===== config.mk =====
export PLATFORM = sky130hd
export DESIGN_NAME = sdram_port_arb
export DESIGN_NICKNAME = d
export VERILOG_FILES = /design/src/rtl/sdram_pkg.sv /design/src/rtl/sdram_tag_fifo.sv /design/src/rtl/sdram_port_arb.sv
export SDC_FILE = /design/constraint.sdc
export NUM_CORES = 1
export LEC_CHECK = 0
export CAP_MARGIN = 20
export CORE_ASPECT_RATIO = 0.8
export CORE_MARGIN = 2
export CORE_UTILIZATION = 33
export DETAILED_ROUTE_END_ITERATION = 6
export HOLD_SLACK_MARGIN = 0.05
export PLACE_DENSITY = 0.95
export SLEW_MARGIN = 40
export SYNTH_ARGS = -nofsm -noshare
export SYNTH_HDL_FRONTEND = slang
export SYNTH_HIERARCHICAL = 1
export SYNTH_SLANG_ARGS = --single-unit

===== constraint.sdc =====
create_clock -name CLOCK_100 -period 5.37 [get_ports CLOCK_100]
set_input_delay 1.611 -clock CLOCK_100 [delete_from_list [all_inputs] [get_ports CLOCK_100]]
set_output_delay 1.611 -clock CLOCK_100 [all_outputs]
set_load 0.05 [all_outputs]

===== src/rtl/sdram_pkg.sv =====
// Shared SDRAM definitions: default widths, requester port ids and the command record.
package sdram_pkg;

    localparam int SDRAM_AW = 24;
    localparam int SDRAM_DW = 16;

    localparam logic PORT_VID = 1'b0;
    localparam logic PORT_CPU = 1'b1;

    typedef struct packed {
        logic                we;
        logic [SDRAM_AW-1:0] addr;
        logic [SDRAM_DW-1:0] wdata;
        logic [1:0]          dqm;
    } sdram_cmd_t;

endpackage


===== src/rtl/sdram_tag_fifo.sv =====
// Tag FIFO remembering which port issued each outstanding read, oldest at the head.
// Push while full and pop while empty are ignored; simultaneous push/pop keeps the count.
module sdram_tag_fifo #(
    parameter int DEPTH = 4
) (
    input  logic clk,
    input  logic rst,
    input  logic push,
    input  logic pop,
    input  logic din,
    output logic dout,
    output logic full,
    output logic empty
);

    localparam int PW = $clog2(DEPTH);

    logic [DEPTH-1:0] mem;
    logic [PW-1:0]    wr_ptr;
    logic [PW-1:0]    rd_ptr;
    logic [PW:0]      count;
    logic             do_push;
    logic             do_pop;

    assign do_push = push & ~full;
    assign do_pop  = pop & ~empty;

    always_ff @(posedge clk) begin
        if (rst) begin
            mem    <= '0;
            wr_ptr <= '0;
            rd_ptr <= '0;
            count  <= '0;
        end else begin
            if (do_push) begin
                mem[wr_ptr] <= din;
                wr_ptr      <= wr_ptr + PW'(1);
            end
            if (do_pop) begin
                rd_ptr <= rd_ptr + PW'(1);
            end
            case ({do_push, do_pop})
                2'b10:   count <= count + (PW+1)'(1);
                2'b01:   count <= count - (PW+1)'(1);
                default: count <= count;
            endcase
        end
    end

    assign dout  = mem[rd_ptr];
    assign full  = (count == (PW+1)'(DEPTH));
    assign empty = (count == '0);

endmodule


===== src/rtl/sdram_port_arb.sv =====
// Two-port arbiter in front of the SDRAM controller command port, with read-tag routing.
// SDRAM_ARB_FIXED_PRIO_EN: port 0 always wins ties (no last_grant); undefined = round-robin.
module sdram_port_arb
    import sdram_pkg::*;
#(
    parameter int AW        = SDRAM_AW,
    parameter int DW        = SDRAM_DW,
    parameter int TAG_DEPTH = 4
) (
    input  logic          CLOCK_100,
    input  logic          rst,
    input  logic          p0_valid,
    input  logic          p0_we,
    input  logic [AW-1:0] p0_addr,
    input  logic [DW-1:0] p0_wdata,
    input  logic [1:0]    p0_dqm,
    output logic          p0_ready,
    output logic          p0_rvalid,
    output logic [DW-1:0] p0_rdata,
    input  logic          p1_valid,
    input  logic          p1_we,
    input  logic [AW-1:0] p1_addr,
    input  logic [DW-1:0] p1_wdata,
    input  logic [1:0]    p1_dqm,
    output logic          p1_ready,
    output logic          p1_rvalid,
    output logic [DW-1:0] p1_rdata,
    output logic          cmd_valid,
    input  logic          cmd_ready,
    output logic          cmd_we,
    output logic [AW-1:0] cmd_addr,
    output logic [DW-1:0] cmd_wdata,
    output logic [1:0]    cmd_dqm,
    input  logic          rsp_valid,
    input  logic [DW-1:0] rsp_data,
    output logic          tag_err
);

    typedef struct packed {
        logic          we;
        logic [AW-1:0] addr;
        logic [DW-1:0] wdata;
        logic [1:0]    dqm;
    } cmd_t;

    cmd_t req0;
    cmd_t req1;
    cmd_t sel_cmd;
    logic grant;        // granted port id
    logic block;
    logic accept;
    logic tag_head;
    logic tag_full;
    logic tag_empty;
    logic tag_push;
    logic tag_pop;

    assign req0 = '{we: p0_we, addr: p0_addr, wdata: p0_wdata, dqm: p0_dqm};
    assign req1 = '{we: p1_we, addr: p1_addr, wdata: p1_wdata, dqm: p1_dqm};

`ifdef SDRAM_ARB_FIXED_PRIO_EN
    always_comb begin
        grant = PORT_VID;
        if (p1_valid && !p0_valid) begin
            grant = PORT_CPU;
        end
    end
`else
    logic last_grant;

    always_comb begin
        grant = PORT_VID;
        if (p1_valid && !p0_valid) begin
            grant = PORT_CPU;
        end else if (p0_valid && p1_valid) begin
            grant = ~last_grant;
        end
    end

    always_ff @(posedge CLOCK_100) begin
        if (rst) begin
            last_grant <= PORT_CPU;
        end else if (accept) begin
            last_grant <= grant;
        end
    end
`endif

    assign sel_cmd = (grant == PORT_CPU) ? req1 : req0;

    // Only reads need a tag slot; writes always pass even with the FIFO full.
    assign block     = tag_full & ~sel_cmd.we;
    assign cmd_valid = (p0_valid | p1_valid) & ~rst & ~block;
    assign accept    = cmd_valid & cmd_ready;

    assign p0_ready  = accept & (grant == PORT_VID);
    assign p1_ready  = accept & (grant == PORT_CPU);

    assign cmd_we    = sel_cmd.we;
    assign cmd_addr  = sel_cmd.addr;
    assign cmd_wdata = sel_cmd.wdata;
    assign cmd_dqm   = sel_cmd.dqm;

    assign tag_push  = accept & ~sel_cmd.we;
    assign tag_pop   = rsp_valid;

    sdram_tag_fifo #(
        .DEPTH (TAG_DEPTH)
    ) u_tag_fifo (
        .clk   (CLOCK_100),
        .rst   (rst),
        .push  (tag_push),
        .pop   (tag_pop),
        .din   (grant),
        .dout  (tag_head),
        .full  (tag_full),
        .empty (tag_empty)
    );

    always_ff @(posedge CLOCK_100) begin
        if (rst) begin
            p0_rvalid <= 1'b0;
            p1_rvalid <= 1'b0;
            p0_rdata  <= '0;
            p1_rdata  <= '0;
            tag_err   <= 1'b0;
        end else begin
            p0_rvalid <= rsp_valid & ~tag_empty & (tag_head == PORT_VID);
            p1_rvalid <= rsp_valid & ~tag_empty & (tag_head == PORT_CPU);
            if (rsp_valid) begin
                p0_rdata <= rsp_data;
                p1_rdata <= rsp_data;
            end
            // A response with nothing outstanding is dropped and latched as an error.
            if (rsp_valid && tag_empty) begin
                tag_err <= 1'b1;
            end
        end
    end

endmodule


Logic cells by family:
Scale bar: 20 um.
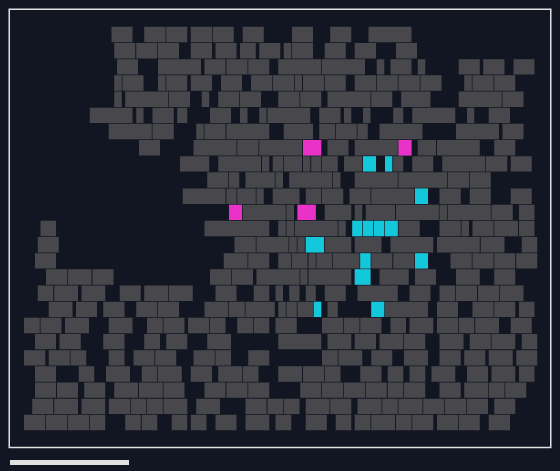
legend:
  cyan:
    family: NAND gates
    cells: 13
    most_used: nand2b_1
  magenta:
    family: AND and OR gates
    cells: 4
    most_used: or3_1
    where: middle

Nets reached from selected ports:
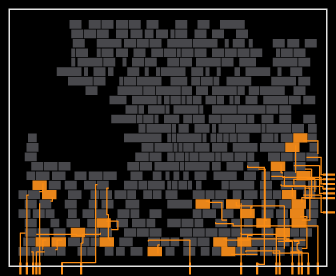
legend:
  orange:
    port: `p1_addr`
    bits: 24
    direction: input
    end_cells: 24
    buffers: 24
    wire: 605 um

==> reports/results.txt <==
Largest register by flop count: p0_rdata
Placement-stage cell area: 3760 um^2
Time the worst path needs with I/O delays and setup: 4.97 ns
Layer with the highest usage: met2
Dpl cells: 450
Hold path startpoint: u_tag_fifo/mem[1]
Count of library flops with an enable pin: 0
Cell-by-cell trace of the critical path: clkdlybuf4s50_1 -> a21boi_4 -> buf_4 -> mux2_2 -> buf_4
Area of the core region: 5880 um^2
Final design area excluding fillers: 3870 um^2
Fraction of area in registers: 16.0%
Avg Synthesized Cell Area: 9.81 um^2
Top contributor to total power: combinational cells
Clock-pin slew reported for the worst setup and hold paths after clock tree synthesis: 0.06 ns
Wire length of the first global-routing pass: 10.7 mm
Routed metal-1 wire length: 2.67 mm
Top cell area share: 31.2%
Leading cell category by total area: non-clock buffers
Initial DRT Pass Iterations: 4
Aoi/oai-family share of the synthesized area: 4.40%
Post-route setup TNS: 0 ns
Top metal layer carrying routed signals: met4
Sequential area share after synthesis: 31.2%
Iteration-0 DRC count of the detailed router: 63
Status: finished, final reports clean
Part of the total power dissipated in the clock network: 25.1%
Multi-input logic portion of the cell area: 30.0%
Area growth from synthesis to layout: 94.5%
Flip-flop count of the largest register after layout: 16
Estimated wirelength of the detail-placed design: 5.63 mm
Post-detailed-routing wire length: 6.97 mm
Worst reg2reg startpoint: u_tag_fifo/count[2]
Data buffer area share: 47.2%
Worst clock skew: 0.00490 ns
Final GP Congestion: 0.817
Combinational logic power: 0.000442 W
Critical path fanouts, max: 21
Critical path buffer and inverter count: 3
Post-synthesis instance area: 1990 um^2
Biggest cell delay along the critical path: 0.51 ns
Switch share: 37.5%
Setup repair after global routing missed its margin: false
Reported max-cap violation count: 0
Cell count along the critical path: 5
Worst Tran Pin Value: 0.526 ns
Most area-hungry cell type in the Yosys netlist: sky130_fd_sc_hd__dfxtp_1
Metal2 WL: 3.69 mm
Nonclk inv count: 11
Yosys simple share: 11.6%
Highest-count logic cell in the final layout: sky130_fd_sc_hd__clkdlybuf4s50_1
Most numerous cell on the critical path: sky130_fd_sc_hd__buf_4
Ports: 189
Ranking of synthesized cells by area: sky130_fd_sc_hd__dfxtp_1, sky130_fd_sc_hd__mux2_2, sky130_fd_sc_hd__mux2i_1
Area share of fa/ha/maj cells after synthesis: 4.15%
Beginning of the critical path: p1_valid
Cell count of the worst reg-to-reg path: 12
Met1 capacity usage during global routing: 21.8%
Count of buffers added by post-CTS timing repair for setup: 0
ANT nets after route: 0
WS Path Type: input port to output pin
Number of rows created at floorplan: 25
Setup WS pre-CTS: 0.405 ns
WP data required: 3.76 ns
Post-synth area from yosys stat: 1990 um^2
Switching power: 0.000353 W
Number of cells upsized or downsized after cts: 0
#FFs+latches synth: 31
Final hold vios: 0
Netlist cell types: 35
Met3 Use GR: 5.13%
Worst hold path endpoint: u_tag_fifo/mem[1]
The metal 3 layer:
Scale bar: 20 um.
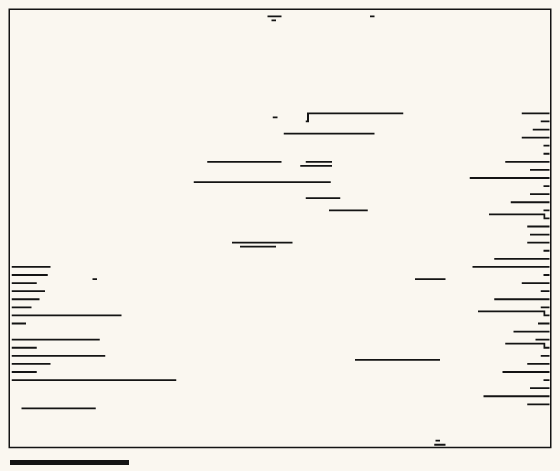
longest straight run: 27.4 um
nets with wire on the layer: 62

Local utilization:
9 x 7 tiles, from black (low) to pale yellow (high), 0 to 100% covered.
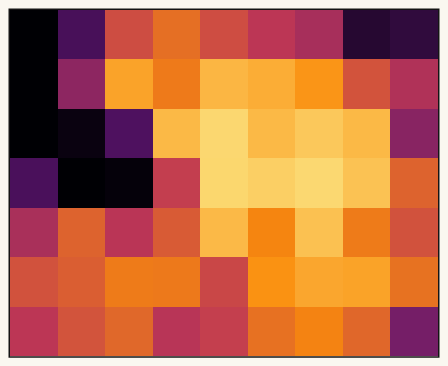
nearly empty tiles: 7.9%
mean over tiles: 56%
emptiest ninth of the die: left middle
tiles over 75% full: 29%
fullest tile: 92%

Power figures rest on the tool's default switching activity, not on a simulated workload.
